==> config.mk <==
export PLATFORM = sky130hd
export DESIGN_NAME = bridge_sample_reader
export DESIGN_NICKNAME = d
export VERILOG_FILES = /design/src/rtl/bridge_reader_pkg.sv /design/src/rtl/sync_fifo.sv /design/src/rtl/bridge_sample_reader.sv
export SDC_FILE = /design/constraint.sdc
export NUM_CORES = 1
export LEC_CHECK = 0
export ABC_AREA = 1
export CORE_UTILIZATION = 63
export DETAILED_ROUTE_END_ITERATION = 8
export MAX_ROUTING_LAYER = met4
export PLACE_DENSITY = 0.91
export SETUP_SLACK_MARGIN = 0.15
export SLEW_MARGIN = 40
export SYNTH_ARGS = -nofsm -noshare
export SYNTH_HDL_FRONTEND = slang
export SYNTH_HIERARCHICAL = 1
export SYNTH_SLANG_ARGS = --single-unit
==> constraint.sdc <==
create_clock -name clk_clk -period 6.3 [get_ports clk_clk]
set_clock_uncertainty 0.05 [all_clocks]
set_input_delay 1.26 -clock clk_clk [delete_from_list [all_inputs] [get_ports clk_clk]]
set_output_delay 1.26 -clock clk_clk [all_outputs]
set_load 0.005 [all_outputs]
==> src/rtl/bridge_reader_pkg.sv <==
// Shared types and constants for the bridge sample reader.
package bridge_reader_pkg;

    localparam int BRIDGE_AW = 26;
    localparam int BRIDGE_DW = 16;
    localparam logic [1:0] BE_FULL = 2'b11;
    localparam int ADDR_STEP = 2;

    typedef enum logic [1:0] {
        IDLE,
        REQ,
        GAP,
        DRAIN
    } state_t;

    // Bridge words are 16-bit, so byte addresses are always even.
    function automatic logic [BRIDGE_AW-1:0] align_word(input logic [BRIDGE_AW-1:0] addr);
        return addr & ~BRIDGE_AW'(1);
    endfunction

endpackage

==> src/rtl/sync_fifo.sv <==
// Single-clock FIFO with flush and occupancy count; head word is visible while non-empty.
module sync_fifo #(
    parameter int DEPTH = 16,
    parameter int WIDTH = 16
) (
    input  logic                   clk,
    input  logic                   rst_n,
    input  logic                   push,
    input  logic                   pop,
    input  logic                   flush,
    input  logic [WIDTH-1:0]       wr_data,
    output logic [WIDTH-1:0]       rd_data,
    output logic [$clog2(DEPTH):0] count,
    output logic                   empty
);

    localparam int AW = $clog2(DEPTH);

    logic [WIDTH-1:0] mem [DEPTH];
    logic [AW-1:0]    wr_ptr;
    logic [AW-1:0]    rd_ptr;
    logic             do_push;
    logic             do_pop;

    assign empty   = (count == '0);
    assign do_pop  = pop && !empty;
    // A pop in the same cycle frees the slot a push into a full FIFO needs.
    assign do_push = push && ((count != (AW+1)'(DEPTH)) || do_pop);
    assign rd_data = empty ? '0 : mem[rd_ptr];

    // NOTE: state registers use non-blocking assignments so every flop samples pre-edge values.
    always_ff @(posedge clk or negedge rst_n) begin
        if (!rst_n) begin
            wr_ptr <= '0;
            rd_ptr <= '0;
            count  <= '0;
        end else if (flush) begin
            wr_ptr <= '0;
            rd_ptr <= '0;
            count  <= '0;
        end else begin
            if (do_push) wr_ptr <= wr_ptr + AW'(1);
            if (do_pop)  rd_ptr <= rd_ptr + AW'(1);
            case ({do_push, do_pop})
                2'b10:   count <= count + (AW+1)'(1);
                2'b01:   count <= count - (AW+1)'(1);
                default: count <= count;
            endcase
        end
    end

    // NOTE: storage is left unreset so it maps to RAM; rd_data is masked to zero while empty instead.
    always_ff @(posedge clk) begin
        if (do_push && !flush) mem[wr_ptr] <= wr_data;
    end

endmodule

==> src/rtl/bridge_sample_reader.sv <==
// Reads a block of 16-bit words over the external bridge and streams them out in address order.
// Optional acknowledge watchdog: define BRIDGE_READER_TIMEOUT_EN.
module bridge_sample_reader
    import bridge_reader_pkg::*;
#(
    parameter int FIFO_DEPTH     = 16,
    parameter int CNT_W          = 24,
    parameter int TIMEOUT_CYCLES = 1024
) (
    input  logic                 clk_clk,
    input  logic                 reset_reset_n,
    input  logic                 start,
    input  logic                 stop,
    input  logic [25:0]          base_addr,
    input  logic [CNT_W-1:0]     word_count,
    output logic [25:0]          bridge_address,
    output logic [1:0]           bridge_byte_enable,
    output logic                 bridge_read,
    output logic                 bridge_write,
    output logic [15:0]          bridge_write_data,
    input  logic                 bridge_acknowledge,
    input  logic [15:0]          bridge_read_data,
    output logic [15:0]          sample_data,
    output logic                 sample_valid,
    input  logic                 sample_ready,
    output logic                 busy,
    output logic                 done,
    output logic                 error
);

    localparam int FIFO_CW = $clog2(FIFO_DEPTH) + 1;

    state_t                 state;
    logic [BRIDGE_AW-1:0]   addr;
    logic [CNT_W-1:0]       remaining;
    logic                   stop_pending;
    logic [FIFO_CW-1:0]     fifo_count;
    logic                   fifo_empty;
    logic                   fifo_push;
    logic                   fifo_pop;
    logic                   fifo_flush;
    logic                   abort_req;
    logic                   timeout_hit;

`ifdef BRIDGE_READER_TIMEOUT_EN
    localparam int TMO_W = $clog2(TIMEOUT_CYCLES + 1);
    logic [TMO_W-1:0] tmo_cnt;
    logic             error_q;

    assign timeout_hit = (state == REQ) && !bridge_acknowledge &&
                         (tmo_cnt == TMO_W'(TIMEOUT_CYCLES - 1));
    assign error       = error_q;
`else
    assign timeout_hit = 1'b0;
    assign error       = 1'b0;
`endif

    assign bridge_write      = 1'b0;
    assign bridge_write_data = '0;
    assign busy              = (state != IDLE);
    assign sample_valid      = !fifo_empty;

    // NOTE: every always_comb output gets a default first so no path can infer a latch.
    always_comb begin
        abort_req  = 1'b0;
        fifo_push  = 1'b0;
        fifo_flush = 1'b0;
        fifo_pop   = sample_valid && sample_ready;
        abort_req  = stop || stop_pending;
        // A read acknowledged after an abort is consumed from the bridge but never delivered.
        fifo_push  = (state == REQ) && bridge_acknowledge && !abort_req;
        fifo_flush = (((state == GAP) || (state == DRAIN)) && stop) ||
                     ((state == REQ) && bridge_acknowledge && abort_req) ||
                     timeout_hit;
    end

    always_ff @(posedge clk_clk or negedge reset_reset_n) begin
        if (!reset_reset_n) begin
            state              <= IDLE;
            addr               <= '0;
            remaining          <= '0;
            stop_pending       <= 1'b0;
            bridge_read        <= 1'b0;
            bridge_address     <= '0;
            bridge_byte_enable <= '0;
            done               <= 1'b0;
`ifdef BRIDGE_READER_TIMEOUT_EN
            tmo_cnt            <= '0;
            error_q            <= 1'b0;
`endif
        end else begin
            done <= 1'b0;
            case (state)
                IDLE: begin
                    if (start) begin
                        addr         <= align_word(base_addr);
                        remaining    <= word_count;
                        stop_pending <= 1'b0;
`ifdef BRIDGE_READER_TIMEOUT_EN
                        error_q      <= 1'b0;
`endif
                        if (word_count == '0) done  <= 1'b1;
                        else                  state <= GAP;
                    end
                end
                GAP: begin
                    if (stop) begin
                        done  <= 1'b1;
                        state <= IDLE;
                    end else if (remaining == '0) begin
                        state <= DRAIN;
                    end else if (fifo_count < FIFO_CW'(FIFO_DEPTH)) begin
                        bridge_read        <= 1'b1;
                        bridge_address     <= addr;
                        bridge_byte_enable <= BE_FULL;
                        state              <= REQ;
`ifdef BRIDGE_READER_TIMEOUT_EN
                        tmo_cnt            <= '0;
`endif
                    end
                end
                REQ: begin
                    if (stop) stop_pending <= 1'b1;
                    if (bridge_acknowledge) begin
                        bridge_read        <= 1'b0;
                        bridge_byte_enable <= '0;
                        addr               <= addr + BRIDGE_AW'(ADDR_STEP);
                        remaining          <= remaining - CNT_W'(1);
                        stop_pending       <= 1'b0;
                        if (abort_req) begin
                            done  <= 1'b1;
                            state <= IDLE;
                        end else begin
                            state <= GAP;
                        end
                    end
`ifdef BRIDGE_READER_TIMEOUT_EN
                    else if (timeout_hit) begin
                        bridge_read        <= 1'b0;
                        bridge_byte_enable <= '0;
                        stop_pending       <= 1'b0;
                        error_q            <= 1'b1;
                        done               <= 1'b1;
                        state              <= IDLE;
                    end else begin
                        tmo_cnt <= tmo_cnt + TMO_W'(1);
                    end
`endif
                end
                DRAIN: begin
                    if (stop || fifo_empty) begin
                        done  <= 1'b1;
                        state <= IDLE;
                    end
                end
                default: state <= IDLE;
            endcase
        end
    end

    sync_fifo #(
        .DEPTH (FIFO_DEPTH),
        .WIDTH (BRIDGE_DW)
    ) u_fifo (
        .clk     (clk_clk),
        .rst_n   (reset_reset_n),
        .push    (fifo_push),
        .pop     (fifo_pop),
        .flush   (fifo_flush),
        .wr_data (bridge_read_data),
        .rd_data (sample_data),
        .count   (fifo_count),
        .empty   (fifo_empty)
    );

endmodule
==> results.yml, run 1 <==
# synthesis and place-and-route metrics
power:
  power_leader: "registers"
  switching_share_pct: 35.4
  p_leak_nw: 7.57
  clock_power_share_pct: 28.1
  p_comb_share_pct: 29.9
  p_sw_mw: 2.58
  seqPwrFrac_pct: 42.0
  intPower_mw: 4.72
sta:
  report.final.hold_viol_count: 0
  worst_slack_ns: 1.41
  holdWs_ns: 0.430
  period_used_pct: 77.6
  fmax_mhz: 204
clock_tree:
  cts_tree: "yes"
  clk_pin_slew_ns: 0.06
  cts_hold_buf: 0
  cts_setup_buffers: 0
  cts_buffers: 36
  cts_resized: 0
  htreeDepth: 2
outcome:
  status: "complete, no violations"
yosys:
  postSynthSeqShare_pct: 60.8
  ys_types: 46
  yosys_warnings: 6
  async_flop_share_pct: 26.4
  ff_type: "edfxtp_1"
place:
  dp_hpwl_mm: 25.0
  place_congestion: 0.933
  place_area_um2: 17700
hold_path:
  hold_end: "bridge_address[9]"
  worstHoldStart: "bridge_address[9]"
  hold_class: "flop to flop"
  hold-path-cell-count: 2
worst_setup_path:
  cp-end-kind: "output port"
  required_ns: 4.99
  critical-path-top-delay-family: "buffers and inverters"
  cp_slowest_cell: "dfrtp_4"
  r2r_end: "u_fifo/mem[15][3]"
  crit_path_max_fanout: 62
  path_cells: "clkinv_4 -> buf_4 -> nand2_1 -> nand3_1 -> nand3_1 -> nand2_1 -> nand2_1 -> a21oi_1 -> clkdlybuf4s50_1"
  worstSetupPathDepth: 9
  crit_top_cell: "nand2_1"
  ff2ff_setup_slack_ns: 2.14
detailed_routing:
  viasPerCell: 6.01
  drtPass1Iterations: 6
  num_vias: 13200
  drt-wirelength-per-cell_um: 19.0
  wl_mm: 41.6
grt:
  antenna_found_initial: 1
  grt.total_usage_pct: 32.5
  grt_pass1_vias: 12600
  grt_pass1_wl_mm: 65.1
floorplan:
  core_um2: 25400
  dieArea_um2: 26700
  initCoreUtil_pct: 64.6
  rows: 58
  die_h_um: 163
cells_and_area:
  final_cell_area_um2: 18900
  final_cell_mix: "nand2_1 (605), edfxtp_1 (256), nand3_1 (255), clkdlybuf4s50_1 (116)"
job:
  warnings: 31
==> run 1: flip-flops by register name, indices dropped and copies added, names as in the netlist <==
signal,flops
u_fifo/mem,256
addr,25
bridge_address,25
u_fifo/rd_ptr,4
stop_pending,1
remaining,24
done,1
u_fifo/count,5
bridge_byte_enable,1
u_fifo/wr_ptr,4
state,2
==> run 1: cells in the mapped netlist (all sizes together), types with 11 or more instances <==
cell type / count / area, um^2
a21oi: 49 / 257
o21ai: 73 / 388
nor3: 22 / 110
edfxtp: 256 / 7690
ha: 11 / 138
nand4: 12 / 75.1
inv: 96 / 360
buf: 93 / 609
nand3: 258 / 1310
dfrtp: 92 / 2300
nor2: 105 / 453
nand2: 614 / 2330
==> run 1: worst reg2reg max path, cell delays in order (launching register included) <==
cell and delay (ns):
dfrtp_1 0.48, inv_2 0.10, nor2_8 0.08, buf_4 0.64
nand2_2 0.32, nor3_2 0.47, nand3_2 0.54, nor3_2 0.83
buf_4 0.33
==> run 1: cells by family (layout without fill, tap and decap cells) <==
group	Yosys count	after routing	synth area share, %
other cells	1	21	0.0228
xor+xnor	8	8	0.427
flops	348	348	60.8
fa+ha+maj	12	12	0.960
simple gates	1021	1021	26.5
compound gates	147	147	4.99
buf+inv	202	307	6.20
==> run 1: layout make-up <==
| cell class | instances | area [um^2] |
|---|---|---|
| Clock inverter | 10 | 114 |
| Clock buffer | 55 | 1020 |
| Multi-Input combinational cell | 1207 | 5570 |
| Sequential cell | 348 | 9990 |
| Fill cell | 1582 | 6540 |
| Antenna cell | 2 | 5.00 |
| Tap cell | 330 | 413 |
| Inverter | 99 | 377 |
| Timing Repair Buffer | 143 | 1370 |
==> run 1: per-layer routing <==
layer	vias to the layer above	track usage (%)
met5	-	-
met4	0	14.5
met3	143	4.49
met2	850	54.6
met1	6197	39.3
li1	5993	-
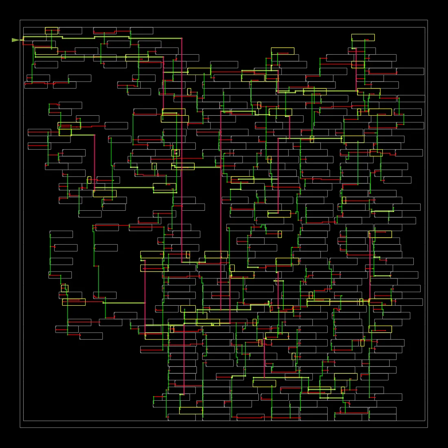
Fig. 1. The clock network (run 1).
Clock Power: 2.05 mW
Clock Latency Late Sink: 0.52 ns

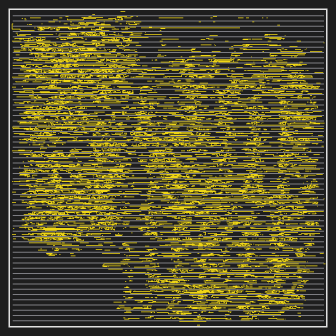
Fig. 2. Met1 routing (run 1).
Supply wires on this layer in gray.
main direction: horizontal
share of all routed wire: 36%
nets with wire on the layer: 1759
longest straight run: 51.1 um

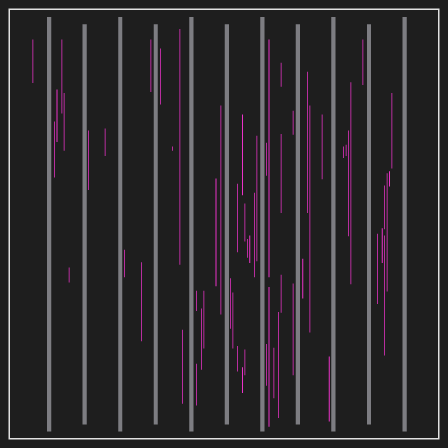
Fig. 3. Signal wires on met4 (run 1).
Supply wires on this layer in gray.
share of all routed wire: 3.9%
nets with wire on the layer: 42
longest straight run: 90.4 um

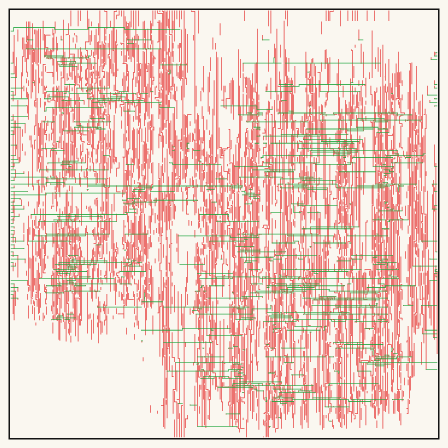
Fig. 4. Metal layers overlaid (run 1).
Only two layers are drawn.
legend:
  green:
    layer: met3
    wire_length: 3970 um
  red:
    layer: met2
    wire_length: 20.9 mm

Fig. 5: run 1, zoomed window
Bar = 10 um. Region (67, 67) to (97, 97) um. Cells in gray, sequential cells in the stronger gray; small squares are vias.
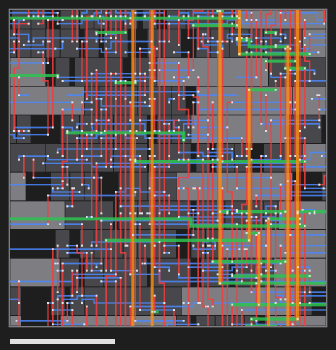

--- run 2 (diff from run 1) ---
- CORE_UTILIZATION: 63 -> 53
- PLACE_DENSITY: 0.91 -> 0.82
- clock period: 6.3 -> 4.4 ns (I/O delays scaled with it)
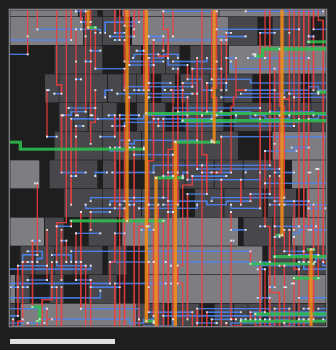
Fig. 6. Zoomed window (run 2).
Bar = 10 um. Region (74, 74) to (104, 104) um. Cells in gray, sequential cells in the stronger gray; small squares are vias.
legend:
  orange:
    layer: met4
  blue:
    layer: met1
  green:
    layer: met3
  red:
    layer: met2
cells with their middle in the window: 75
netlist names of flops here include: u_fifo/mem (6), u_fifo/wr_ptr (2)
most frequent: buf_4 (19), nand2_1 (13), nor3_2 (12)
sequential cells in the window: 8

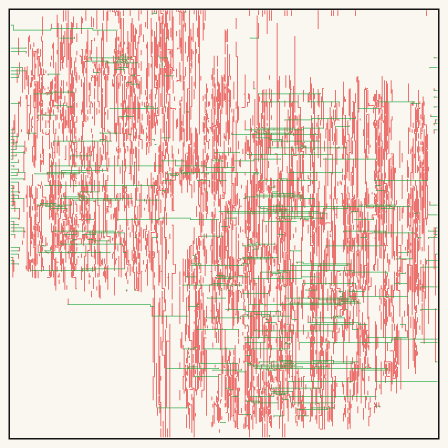
Fig. 7. Metal layers overlaid (run 2).
Only two layers are drawn.
legend:
  green:
    layer: met3
    wire_length: 3250 um
  red:
    layer: met2
    wire_length: 20.3 mm

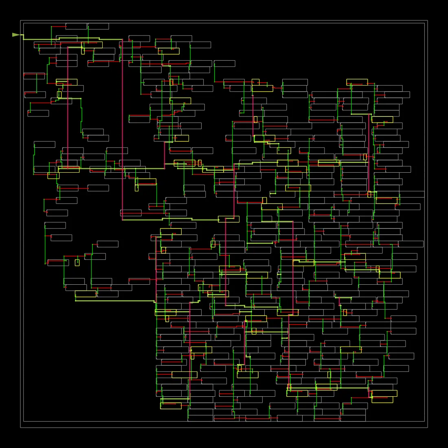
Fig. 8. The clock network (run 2).
TritonCTS Buffers: 36
# clock sinks: 348
Clock Power: 2.95 mW
Flops: 348
Clock Buffer Count: 47

==> run 2 against run 1 <==
Register-to-register slack worse by 0.84 ns; critical endpoint unchanged; global-route usage down 5.8 points; final area up 1.1%; first-iteration DRC count down 32%; non-clock buffer count up 12.
==> results.yml, run 2 <==
# synthesis and place-and-route metrics
clock_tree:
  clk_pin_slew_ns: 0.06
  cts_setup_buffers: 0
  clk_latency_ns: 0.52
  htreeDepth: 2
  cts_tree: "yes"
cells_and_area:
  final_cell_area_um2: 19100
  top_register: "u_fifo/mem"
  largest_reg_flops: 256
  reg_top3: "u_fifo/mem (256), addr (25), bridge_address (25)"
floorplan:
  initCoreUtil_pct: 53.8
  core_um2: 30500
  dieArea_um2: 31700
detailed_routing:
  drt-wirelength-per-cell_um: 17.7
  drtPass1Iterations: 6
  wl_mm: 40.3
worst_setup_path:
  crit_path_max_fanout: 70
  critical-path-top-delay-family: "buffers and inverters"
  crit_top_cell: "nand2_1"
  path_cells: "clkinv_2 -> buf_12 -> nand2_1 -> nand3_1 -> nand3_1 -> nand2_1 -> nand2_1 -> a21oi_1 -> clkdlybuf4s50_1"
  cp-end-kind: "output port"
  cp_slowest_cell: "clkdlybuf4s50_1"
  ff2ff_setup_slack_ns: 1.30
job:
  warnings: 34
grt:
  grt_pass1_wl_mm: 64.0
  grt_pass1_vias: 12600
  antenna_found_initial: 1
yosys:
  async_flop_share_pct: 26.4
  ys_types: 46
  top_cells_by_count: "nand2_1 (606), edfxtp_1 (256), nand3_1 (255)"
  top_area_cell: "edfxtp_1"
  yosys-top-cells-area: "edfxtp_1 (47%), dfrtp_1 (14%), nand2_1 (14%)"
  postSynthSeqShare_pct: 60.8
sta:
  holdWs_ns: 0.304
outcome:
  status: "complete, no violations"
power:
  p_leak_nw: 7.64
place:
  place_area_um2: 17900
hold_path:
  hold_class: "input port to asynchronous set/reset pin"
-- run 2: cell count changes in the layout (fill, tap and decap cells not counted) --
| cell | before | now |
|---|---|---|
| clkinv_1 | 5 | 7 |
| nor3_4 | 1 | 0 |
| clkinv_2 | 2 | 7 |
| inv_2 | 5 | 4 |
| clkinvlp_4 | 1 | 0 |
| clkbuf_1 | 14 | 10 |
| clkbuf_8 | 5 | 1 |
| diode_2 | 2 | 3 |
| nor3_1 | 5 | 6 |
| buf_12 | 0 | 3 |
| buf_4 | 26 | 35 |
| clkinv_8 | 1 | 3 |
| bufinv_16 | 2 | 3 |
| inv_6 | 1 | 0 |
-- run 2: power breakdown --
| part | internal [mW] | switching, mW | leakage, nW |
|---|---|---|---|
| Clock | 1.72 | 1.24 | 0.560 |
| Sequential | 3.91 | 0.401 | 3.43 |
| Combinational | 1.15 | 2.01 | 3.65 |
-- run 2: cell families after synthesis --
family	synth area share [%]
AND/OR/NAND/NOR	26.5
adder cells (fa/ha/maj)	0.960
flip-flops	60.8
buffers and inverters	6.20
other	0.0228
XOR/XNOR	0.427
AND-OR/OR-AND	4.99
-- run 2: layout make-up --
| class | instances | area, um^2 |
|---|---|---|
| Clock buffer | 47 | 952 |
| Timing Repair Buffer | 155 | 1500 |
| Tap cell | 396 | 495 |
| Multi-Input combinational cell | 1207 | 5560 |
| Clock inverter | 17 | 193 |
| Inverter | 99 | 373 |
| Sequential cell | 348 | 9990 |
| Fill cell | 2307 | 11400 |
| Antenna cell | 3 | 7.51 |
-- run 2: routing by layer --
layer | track usage [%] | vias to the layer above | wire, um
li1 | - | 6024 | -
met1 | 32.6 | 6178 | 15500
met2 | 45.0 | 609 | 20300
met3 | 3.92 | 107 | 3250
met4 | 10.2 | 0 | 1310
met5 | - | - | 0
Fig. 9: run 2, met1 routing
Supply wires on this layer in gray.
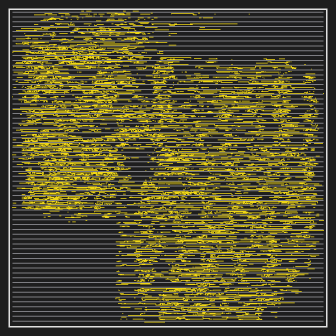

--- run 3 (diff from run 2) ---
- MAX_ROUTING_LAYER: met4 -> default
- REMOVE_ABC_BUFFERS: default -> 1
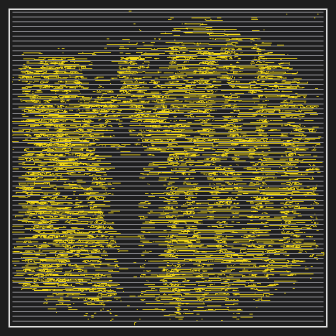
Fig. 10. Met1 routing (run 3).
Supply wires on this layer in gray.
share of all routed wire: 38%
nets with wire on the layer: 1724
longest straight run: 42.3 um
wire length on this layer: 15000 um

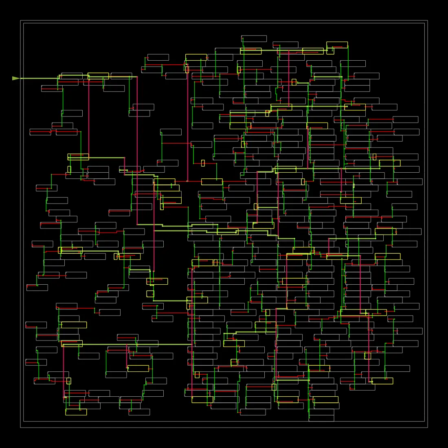
Fig. 11. The clock network (run 3).
Clock Power: 3.17 mW
Clock Latency Late Sink: 0.53 ns
TritonCTS Buffers: 37
Clock Buffer Count: 50

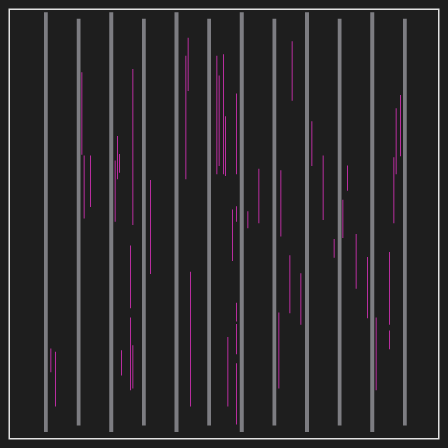
Fig. 12. Signal wires on met4 (run 3).
Supply wires on this layer in gray.
main direction: vertical
share of all routed wire: 3.0%
wire length on this layer: 1200 um

==> run 3 against run 2 <==
Sequential share of layout area decreased by 0.14 points; final cell count about the same; highest routed layer unchanged; critical path type unchanged; critical endpoint is now sample_data[14]; first-iteration DRC count decreased by 1.1%.
==> results.yml, run 3 <==
# synthesis and place-and-route metrics
cells_and_area:
  largest_reg_flops: 256
  top_register: "u_fifo/mem"
  nets: 1931
  reg_top3: "u_fifo/mem (256), addr (25), bridge_address (25)"
  diodes: 0
  final_cell_area_um2: 19100
  drive_gt1_share_pct: 7.95
grt:
  grt_use_met2_pct: 44.7
  use_met3_pct: 4.54
  grt.total_usage_pct: 25.7
  grt_pass1_wl_mm: 63.3
  grt_pass1_vias: 12500
  antenna_found_initial: 0
  grt_busiest_layer: "met2"
  grt_util_met1_pct: 31.9
yosys:
  top_area_cell: "edfxtp_1"
  ys_types: 46
  top_cells_by_count: "nand2_1 (606), edfxtp_1 (256), nand3_1 (255)"
  top_cell_area_share_pct: 46.8
  most_common_cell: "nand2_1"
  postSynthSeqShare_pct: 60.8
  yosys-top-cells-area: "edfxtp_1 (47%), dfrtp_1 (14%), nand2_1 (14%)"
  async_flop_share_pct: 26.4
hold_path:
  hold_class: "input port to asynchronous set/reset pin"
outcome:
  status: "complete, no violations"
place:
  place_area_um2: 17900
clock_tree:
  clk_pin_slew_ns: 0.06
  cts_tree: "yes"
  root_buffer: "clkbuf_16"
  cts_sinks: 348
  htreeDepth: 2
  cts_setup_buffers: 0
detailed_routing:
  viasPerCell: 5.63
  drt-wirelength-per-cell_um: 17.5
  drtPass1Iterations: 7
  wl_mm: 39.7
power:
  total_power_mw: 10.6
  irDropWorstVdd_mv: 0.355
  p_leak_nw: 7.66
worst_setup_path:
  path_cells: "clkinv_2 -> buf_4 -> nand2_1 -> nand3_1 -> nand3_1 -> nand2_1 -> nand2_1 -> a21oi_1 -> clkdlybuf4s50_1"
  required_ns: 3.47
  crit_top_cell: "nand2_1"
  crit_path_max_fanout: 31
  ff2ff_setup_slack_ns: 1.38
  critical-path-top-delay-family: "buffers and inverters"
  cp_slowest_cell: "clkdlybuf4s50_1"
  cp-end-kind: "output port"
sta:
  fmax_mhz: 259
  holdWs_ns: 0.283
  post-route-min-period_ns: 3.87
  period_used_pct: 87.9
  slew_violations: 0
  maxSlewHeadroom_pct: 39.6
floorplan:
  initCoreUtil_pct: 53.8
  io_pins: 138
  core_um2: 30500
  dieArea_um2: 31700
job:
  warnings: 30
==> run 3: cell types whose count changed in the layout (fill, tap and decap cells not counted), sizes merged <==
cell / change
inv: +1
buf: -1
bufinv: +2
clkinvlp: +2
diode: -3
clkbuf: +3
clkinv: -5
==> run 3: layer usage <==
| layer | part of all wire, % | vias up |
|---|---|---|
| met2 | 50 | 627 |
| met5 | 0 | - |
| li1 | - | 6019 |
| met1 | 38 | 6042 |
| met4 | 3.0 | 0 |
| met3 | 9.2 | 101 |
==> run 3: worst max path at each step <==
stage                                  start                to  slack, ns  cells past startpoint
final                       u_fifo/rd_ptr[0]   sample_data[14]       0.53                      9
after global routing        u_fifo/rd_ptr[0]    sample_data[7]       0.37                      9
after CTS                   u_fifo/rd_ptr[0]    sample_data[7]       0.51                      9
after detailed placement  bridge_acknowledge  u_fifo/mem[7][1]       0.67                      6
after global placement    bridge_acknowledge  u_fifo/mem[7][1]       0.79                      6
after floorplan             u_fifo/rd_ptr[0]    sample_data[0]      -0.77                      7
==> run 3: cells by family (layout without fill, tap and decap cells) <==
logic type / after synthesis / in the layout / synth area share, %
adder cells (fa/ha/maj): 12 / 12 / 0.960
other: 1 / 19 / 0.0228
AND-OR/OR-AND: 147 / 147 / 4.99
flip-flops: 348 / 348 / 60.8
XOR/XNOR: 8 / 8 / 0.427
buffers and inverters: 202 / 320 / 6.20
AND/OR/NAND/NOR: 1021 / 1021 / 26.5
==> run 3: cell type report <==
class	count	area [um^2]
fill	2380	11400
sequential	348	10000
multi-input combinational	1207	5560
timing repair buffer	154	1460
clock buffer	50	996
tap	396	495
inverter	99	373
clock inverter	17	245
==> run 3: where the power goes <==
part	total [mW]	internal (mW)	switching (mW)
combinational	3.15	1.15	2.00
clock	3.17	1.90	1.27
sequential	4.30	3.91	0.389
Power is estimated from default activity; no workload was simulated.
